## src/rtl/layer2_psum_accum_if.sv

```systemverilog
// Stream bundle between the layer-2 MAC array, the partial-sum accumulator
// and the downstream pixel consumer.
// Both streams use valid/ready.
// - A transfer happens on a rising clk edge where valid && ready.
// - A producer holds its payload stable while valid && !ready.
// - ready may depend combinationally on the other side's valid/ready.
interface layer2_psum_accum_if;
  logic         in_valid;
  logic         in_ready;
  logic [15:0]  psum1;
  logic [15:0]  psum2;
  logic [15:0]  psum3;
  logic [15:0]  psum4;
  logic [15:0]  psum5;
  logic [15:0]  psum6;
  logic [15:0]  psum7;
  logic [15:0]  psum8;
  logic [127:0] bias_data;
  logic         out_valid;
  logic         out_ready;
  logic [127:0] out_data;
  logic         frame_done;

  // Producer of beats and consumer of finished pixels
  modport master (
    output in_valid, psum1, psum2, psum3, psum4, psum5, psum6, psum7, psum8,
           bias_data, out_ready,
    input  in_ready, out_valid, out_data, frame_done
  );

  // The accumulator itself
  modport slave (
    input  in_valid, psum1, psum2, psum3, psum4, psum5, psum6, psum7, psum8,
           bias_data, out_ready,
    output in_ready, out_valid, out_data, frame_done
  );
endinterface

```

## src/rtl/layer2_psum_accum.sv

```systemverilog
// layer2_psum_accum: sums KERNEL_BEATS beats of eight signed 16-bit partial
// sums per output pixel, starting from a per-channel bias. The sum is
// saturated to 16 bits and presented as one 128-bit word on a valid/ready
// output register. frame_done pulses on the last pixel of a frame.
// Optional build macro LAYER2_RELU_EN: clamps negative channel results to 0.
// The debug outputs expose the beat and pixel counters.
module layer2_psum_accum #(
  parameter int KERNEL_BEATS = 9,
  parameter int ACC_W        = 20,
  parameter int NUM_PIXELS   = 1024,
  localparam int BW = $clog2(KERNEL_BEATS),
  localparam int PW = (NUM_PIXELS > 1) ? $clog2(NUM_PIXELS) : 1
) (
  input  logic                 clk,
  input  logic                 rst,
  input  logic                 clear,
  layer2_psum_accum_if.slave   bus,
  output logic [BW-1:0]        dbg_beat_cnt,
  output logic [PW-1:0]        dbg_pix_cnt
);

  localparam logic [BW-1:0] LAST_BEAT = BW'(KERNEL_BEATS - 1);
  localparam logic [PW-1:0] LAST_PIX  = PW'(NUM_PIXELS - 1);
  localparam logic signed [ACC_W-1:0] SAT_MAX = ACC_W'(32767);
  localparam logic signed [ACC_W-1:0] SAT_MIN = ~SAT_MAX;

  logic [BW-1:0]            beat_cnt_q, beat_cnt_d;
  logic [PW-1:0]            pix_cnt_q, pix_cnt_d;
  logic signed [ACC_W-1:0]  acc_q [8];
  logic signed [ACC_W-1:0]  acc_d [8];
  logic                     out_valid_q, out_valid_d;
  logic [127:0]             out_data_q, out_data_d;
  logic                     frame_done_q, frame_done_d;

  logic signed [15:0]       psum_w [8];
  logic signed [15:0]       bias_w [8];
  logic signed [ACC_W-1:0]  base_w [8];
  logic signed [ACC_W-1:0]  sum_w  [8];
  logic [15:0]              sat_w  [8];
  logic [15:0]              res_w  [8];
  logic                     last_beat;
  logic                     beat_fire;

  // Gather channel operands; channel 1 sits in the top slice of the bias word
  always_comb begin
    psum_w[0] = bus.psum1;
    psum_w[1] = bus.psum2;
    psum_w[2] = bus.psum3;
    psum_w[3] = bus.psum4;
    psum_w[4] = bus.psum5;
    psum_w[5] = bus.psum6;
    psum_w[6] = bus.psum7;
    psum_w[7] = bus.psum8;
    for (int k = 0; k < 8; k++) begin
      bias_w[k] = bus.bias_data[127-16*k -: 16];
    end
  end

  // Per-channel sum for this beat, then saturation and optional ReLU
  always_comb begin
    for (int k = 0; k < 8; k++) begin
      base_w[k] = (beat_cnt_q == '0) ?
                  {{(ACC_W-16){bias_w[k][15]}}, bias_w[k]} : acc_q[k];
      sum_w[k]  = base_w[k] + {{(ACC_W-16){psum_w[k][15]}}, psum_w[k]};
      if (sum_w[k] > SAT_MAX) begin
        sat_w[k] = 16'h7fff;
      end else if (sum_w[k] < SAT_MIN) begin
        sat_w[k] = 16'h8000;
      end else begin
        sat_w[k] = sum_w[k][15:0];
      end
`ifdef LAYER2_RELU_EN
      res_w[k] = sat_w[k][15] ? 16'h0000 : sat_w[k];
`else
      res_w[k] = sat_w[k];
`endif
    end
  end

  // Only the final beat stalls, and only when the output register is full and not draining
  always_comb begin
    last_beat    = (beat_cnt_q == LAST_BEAT);
    bus.in_ready = !(last_beat && out_valid_q && !bus.out_ready);
    beat_fire    = bus.in_valid && bus.in_ready;
  end

  // Next state: counters, accumulators and the output register
  always_comb begin
    beat_cnt_d   = beat_cnt_q;
    pix_cnt_d    = pix_cnt_q;
    acc_d        = acc_q;
    out_valid_d  = out_valid_q;
    out_data_d   = out_data_q;
    frame_done_d = 1'b0;

    if (out_valid_q && bus.out_ready) begin
      out_valid_d = 1'b0;
    end

    if (clear) begin
      // Abort the pixel in progress; a held result is left to drain
      beat_cnt_d = '0;
      pix_cnt_d  = '0;
    end else if (beat_fire) begin
      if (last_beat) begin
        beat_cnt_d  = '0;
        out_valid_d = 1'b1;
        for (int k = 0; k < 8; k++) begin
          out_data_d[127-16*k -: 16] = res_w[k];
        end
        if (pix_cnt_q == LAST_PIX) begin
          pix_cnt_d    = '0;
          frame_done_d = 1'b1;
        end else begin
          pix_cnt_d = pix_cnt_q + 1'b1;
        end
      end else begin
        beat_cnt_d = beat_cnt_q + 1'b1;
        acc_d      = sum_w;
      end
    end
  end

  // State registers with synchronous active-low reset
  always_ff @(posedge clk) begin
    if (!rst) begin
      beat_cnt_q   <= '0;
      pix_cnt_q    <= '0;
      out_valid_q  <= 1'b0;
      out_data_q   <= '0;
      frame_done_q <= 1'b0;
      for (int k = 0; k < 8; k++) begin
        acc_q[k] <= '0;
      end
    end else begin
      beat_cnt_q   <= beat_cnt_d;
      pix_cnt_q    <= pix_cnt_d;
      out_valid_q  <= out_valid_d;
      out_data_q   <= out_data_d;
      frame_done_q <= frame_done_d;
      acc_q        <= acc_d;
    end
  end

  assign bus.out_valid  = out_valid_q;
  assign bus.out_data   = out_data_q;
  assign bus.frame_done = frame_done_q;
  assign dbg_beat_cnt   = beat_cnt_q;
  assign dbg_pix_cnt    = pix_cnt_q;

endmodule

```

## src/flat_wrapper.sv

```systemverilog
// flat-port wrapper written by rule: the top's interface ports become plain ports
module layer2_psum_accum_flat 
#(
  parameter int KERNEL_BEATS = 9,
  parameter int ACC_W        = 20,
  parameter int NUM_PIXELS   = 1024,
  localparam int BW = $clog2(KERNEL_BEATS),
  localparam int PW = (NUM_PIXELS > 1) ? $clog2(NUM_PIXELS) : 1
)
  (clk, rst, clear, dbg_beat_cnt, dbg_pix_cnt, bus_in_valid, bus_psum1, bus_psum2, bus_psum3, bus_psum4, bus_psum5, bus_psum6, bus_psum7, bus_psum8, bus_bias_data, bus_out_ready, bus_in_ready, bus_out_valid, bus_out_data, bus_frame_done);
  layer2_psum_accum_if bus_i ();
  input  logic clk;
  input  logic rst;
  input  logic clear;
  output logic [BW-1:0] dbg_beat_cnt;
  output logic [PW-1:0] dbg_pix_cnt;
  input wire logic [$bits(bus_i.in_valid)-1:0] bus_in_valid;
  input wire logic [$bits(bus_i.psum1)-1:0] bus_psum1;
  input wire logic [$bits(bus_i.psum2)-1:0] bus_psum2;
  input wire logic [$bits(bus_i.psum3)-1:0] bus_psum3;
  input wire logic [$bits(bus_i.psum4)-1:0] bus_psum4;
  input wire logic [$bits(bus_i.psum5)-1:0] bus_psum5;
  input wire logic [$bits(bus_i.psum6)-1:0] bus_psum6;
  input wire logic [$bits(bus_i.psum7)-1:0] bus_psum7;
  input wire logic [$bits(bus_i.psum8)-1:0] bus_psum8;
  input wire logic [$bits(bus_i.bias_data)-1:0] bus_bias_data;
  input wire logic [$bits(bus_i.out_ready)-1:0] bus_out_ready;
  output wire logic [$bits(bus_i.in_ready)-1:0] bus_in_ready;
  output wire logic [$bits(bus_i.out_valid)-1:0] bus_out_valid;
  output wire logic [$bits(bus_i.out_data)-1:0] bus_out_data;
  output wire logic [$bits(bus_i.frame_done)-1:0] bus_frame_done;
  assign bus_i.in_valid = bus_in_valid;
  assign bus_i.psum1 = bus_psum1;
  assign bus_i.psum2 = bus_psum2;
  assign bus_i.psum3 = bus_psum3;
  assign bus_i.psum4 = bus_psum4;
  assign bus_i.psum5 = bus_psum5;
  assign bus_i.psum6 = bus_psum6;
  assign bus_i.psum7 = bus_psum7;
  assign bus_i.psum8 = bus_psum8;
  assign bus_i.bias_data = bus_bias_data;
  assign bus_i.out_ready = bus_out_ready;
  assign bus_in_ready = bus_i.in_ready;
  assign bus_out_valid = bus_i.out_valid;
  assign bus_out_data = bus_i.out_data;
  assign bus_frame_done = bus_i.frame_done;
  layer2_psum_accum #(.KERNEL_BEATS(KERNEL_BEATS), .ACC_W(ACC_W), .NUM_PIXELS(NUM_PIXELS)) u_core (.clk(clk), .rst(rst), .clear(clear), .bus(bus_i), .dbg_beat_cnt(dbg_beat_cnt), .dbg_pix_cnt(dbg_pix_cnt));
endmodule
```

## config.mk

```make
export PLATFORM = sky130hd
export DESIGN_NAME = layer2_psum_accum_flat
export DESIGN_NICKNAME = d
export VERILOG_FILES = /design/src/rtl/layer2_psum_accum_if.sv /design/src/rtl/layer2_psum_accum.sv /design/src/flat_wrapper.sv
export SDC_FILE = /design/constraint.sdc
export NUM_CORES = 1
export LEC_CHECK = 0
export CELL_PAD_IN_SITES_DETAIL_PLACEMENT = 1
export CELL_PAD_IN_SITES_GLOBAL_PLACEMENT = 1
export CORE_UTILIZATION = 41
export DETAILED_ROUTE_END_ITERATION = 6
export PLACE_DENSITY = 0.95
export SYNTH_ARGS = -nofsm -noshare
export SYNTH_HDL_FRONTEND = slang
export SYNTH_SLANG_ARGS = --single-unit
export TNS_END_PERCENT = 5
```

## constraint.sdc

```tcl
create_clock -name clk -period 7.63 [get_ports clk]
set_clock_uncertainty 0.1 [all_clocks]
set_input_delay 1.9075 -clock clk [delete_from_list [all_inputs] [get_ports clk]]
set_output_delay 1.9075 -clock clk [all_outputs]
set_load 0.01 [all_outputs]
```

Fig. 1: layout detail
Window x 32 to 82, y 145 to 195 um. Cells in gray, sequential cells in the stronger gray; small squares are vias.
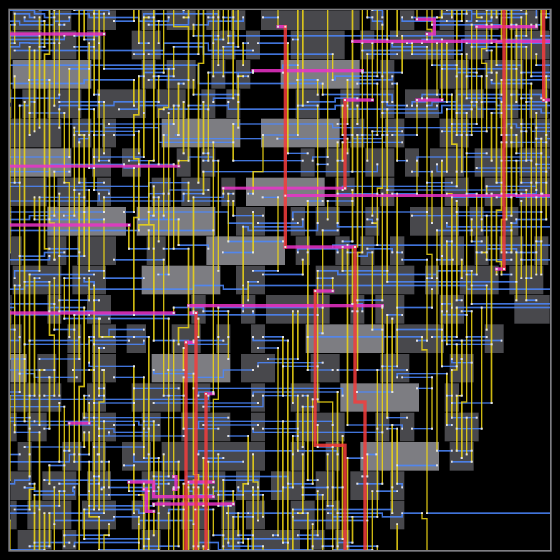
color	layer
red	metal 4
yellow	metal 2
magenta	metal 3
blue	metal 1
sequential cells in the window	14
netlist names of flops here include	u_core.acc_q (8), u_core.bus.out_data (6)
most frequent	nand2_1 (51), dfxtp_1 (14), a21oi_1 (11)
cells with their middle in the window	188

Fig. 2: logic cells by family
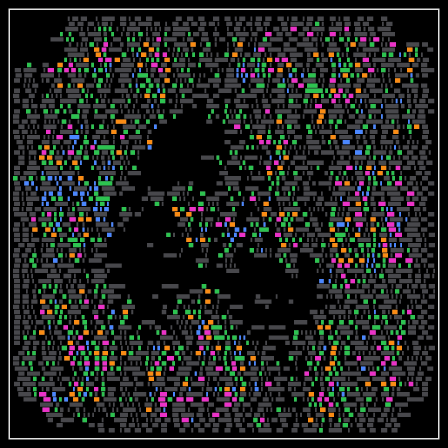
color	family	cells	where
blue	NOR gates	195	all over the die
orange	XOR/XNOR gates	149	all over the die
green	inverting AOI/OAI gates	578	all over the die
magenta	AND-OR and OR-AND gates	159	all over the die

Fig. 3: clock routing
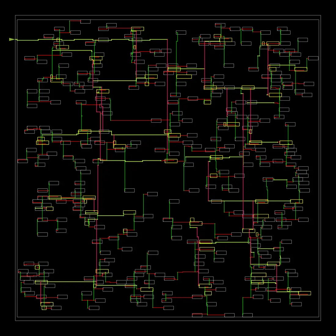
flip-flops: 304
CTS buffer count: 39
CTS sink cnt: 304

Fig. 4: supply network
Pins as bars on the die edge.
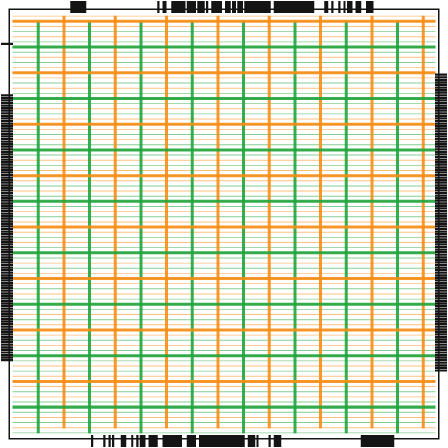
color	net
orange	VDD
green	VSS
met4 straps	16
signal pins	406
met5 straps	16
rows	81

[path summary, 6_finish.rpt]
path / end / slack (ps) / depth (start not counted) / from
setup / recovery: u_core.bus.out_data[2] / 1400 / 17 / u_core.dbg_beat_cnt[0]
hold / removal: u_core.bus.out_data[65] / 360 / 2 / u_core.bus.out_data[65]
setup reg to reg: u_core.bus.out_data[2] / 1400 / 17 / u_core.dbg_beat_cnt[0]
hold reg to reg: u_core.bus.out_data[65] / 360 / 2 / u_core.bus.out_data[65]
[critical path, stage by stage, from the launching register on]
cell and delay (ps):
dfxtp_1 470, inv_1 80, ha_1 240, or3b_4 670, buf_12 390, nand2_1 90
nand2_1 80, ha_1 290, a21o_1 200, a21oi_1 160, nand2_1 130, a221o_1 390
a221o_1 400, mux2i_1 150, a2111oi_0 710, a41oi_1 320, nor2_1 950, a21oi_1 180
[final cells by class]
cell class | instances | area (um^2)
timing repair buffer | 422 | 4230
clock buffer | 53 | 1120
tap | 664 | 831
multi-input combinational | 2242 | 13800
antenna | 4 | 10.0
fill | 5973 | 22800
sequential | 304 | 6090
clock inverter | 16 | 199
inverter | 44 | 165
[flip-flops by register name (all words and copies together), names as in the netlist]
name                   count
u_core.acc_q             160
u_core.dbg_pix_cnt        10
u_core.bus.frame_done      1
u_core.bus.out_valid       1
u_core.dbg_beat_cnt        4
u_core.bus.out_data      128
[layout by cell type, fill, tap and decap left out, drive strengths merged, types with 10 or more instances in the layout]
| cell type | count |
|---|---|
| and2 | 73 |
| inv | 44 |
| nor3 | 29 |
| clkbuf | 53 |
| clkdlybuf4s50 | 404 |
| nor3b | 20 |
| a31oi | 25 |
| ha | 157 |
| o211a | 12 |
| nand2b | 24 |
| o221a | 31 |
| o311ai | 13 |
| nand3 | 30 |
| o21ai | 165 |
| nor2 | 129 |
| xor2 | 57 |
| buf | 18 |
| o21a | 11 |
| a21o | 67 |
| a221o | 19 |
| a211oi | 39 |
| a21boi | 102 |
| nor2b | 12 |
| dfxtp | 304 |
| o31ai | 10 |
| o21bai | 27 |
| nand4 | 16 |
| xnor2 | 92 |
| nand2 | 805 |
| and3 | 17 |
| a21oi | 144 |
[per-stage QoR]
| step | cell area [um^2] | utilization (%) | hold WS (ps) | cells |
|---|---|---|---|---|
| CTS | 26400 | 53.6 | 363 | 3745 |
| finish | 26400 | 53.7 | 357 | 3749 |
| global placement | 25100 | 51.0 | 341 | 3676 |
| detailed placement | 25100 | 51.0 | 350 | 3676 |
| global route | 26400 | 53.7 | 393 | 3748 |
| floorplan | 20600 | - | 334 | 2738 |
[per-layer routing]
layer	vias up	global-route usage (%)	wire [um]
met1	10632	36.1	32900
met4	10	14.1	3310
li1	10144	-	-
met5	-	0	71
met3	225	5.56	5090
met2	775	54.6	39300
[power by group]
| group | total (mW) | internal [mW] | switching, mW |
|---|---|---|---|
| clock network | 1.93 | 1.16 | 0.771 |
| logic | 1.66 | 0.656 | 1.00 |
| registers | 1.70 | 1.66 | 0.0391 |
==> results.json <==
{
  "setup_slack_ps": 1400,
  "yosys_area_mm2": 0.0206,
  "yosys_warnings": 0,
  "chip_area_mm2": 0.0512,
  "common_cells": "nand2_1 (804), dfxtp_1 (304), ha_1 (157), o21ai_0 (157), a21oi_1 (143)",
  "synth-async-reset-ratio_pct": 0,
  "worstPathMaxFanout": 61,
  "crit_type": "reg2reg",
  "dpl.hpwl_um": 57700,
  "synth_top_area_share_pct": 29.5,
  "syn_avg_cell_area_um2": 7.53,
  "synthFlopType": "dfxtp_1",
  "synthesis.area_mm2": 0.0206,
  "finalCritPeriodShare_pct": 81.7,
  "required_ps": 7920,
  "tightest_slew_ps": 1160,
  "yosys_cells": 2738,
  "clock.fmax_mhz": 160,
  "relSlewSlack_pct": 22.1,
  "max-cap-violations": 0,
  "run_status": "completed",
  "ys_sh_adder_pct": 10.3,
  "synth_cells": 2738,
  "fp_nets": 3164,
  "root_buffer": "clkbuf_16",
  "drc": 0,
  "tool_warnings": 32,
  "finalHoldViolations": 0,
  "die_x_um": 226,
  "edf_count": 0,
  "clk_pin_slew_ps": 60,
  "synth.largest_area_cell": "dfxtp_1",
  "setup_viol": 0,
  "setup_tns_ps": 0,
  "mux_share_pct": 0.0971,
  "syn_to_final_growth_pct": 28.1,
  "cts_resized": 0,
  "cts_tree": "built",
  "ys_seq_elements": 304,
  "rsz0062_at_grt": "false",
  "drt_iter0_drc": 1344,
  "antenna_found_initial": 9,
  "layout-drive-gt1-share_pct": 5.26,
  "htreeDepth": 2,
  "most_common_cell": "nand2_1",
  "peakVddDrop_mv": 0.136,
  "topCombFamilyByArea": "AND-OR/OR-AND gates",
  "gp_congestion": 0.928,
  "fp-row-count": 81,
  "fp.dieH_um": 226,
  "grt_max_degree": 209,
  "ys_types": 93,
  "grt_pass1_wl_um": 126000,
  "aoi_share_pct": 25.2,
  "dpl_worst_slack_ps": 1160,
  "via_per_inst": 5.81,
  "initial_utilization_pct": 41.9,
  "wl_per_cell_um": 21.5,
  "clk_latency_ps": 570,
  "maxSlewViolCount": 0,
  "leakage_nw": 11.0,
  "seq_area_frac_synth_pct": 29.5,
  "clockBufferDepth": 3,
  "vias": 21786,
  "ioPinCount": 406,
  "hold_buffers": 0,
  "post_cts_buffers": 0,
  "fin_crit_ps": 6230,
  "topCellsByArea": "dfxtp_1 (30%), nand2_1 (15%), ha_1 (9.5%)",
  "hp-class": "reg2reg",
  "ant_nets": 0,
  "numPortBuffers": 405,
  "fin_total_pwr_mw": 5.29,
  "drt_pass1_iterations": 7,
  "critPathCaptureType": "flip-flop",
  "p_per_area_mw_per_mm2": 200
}
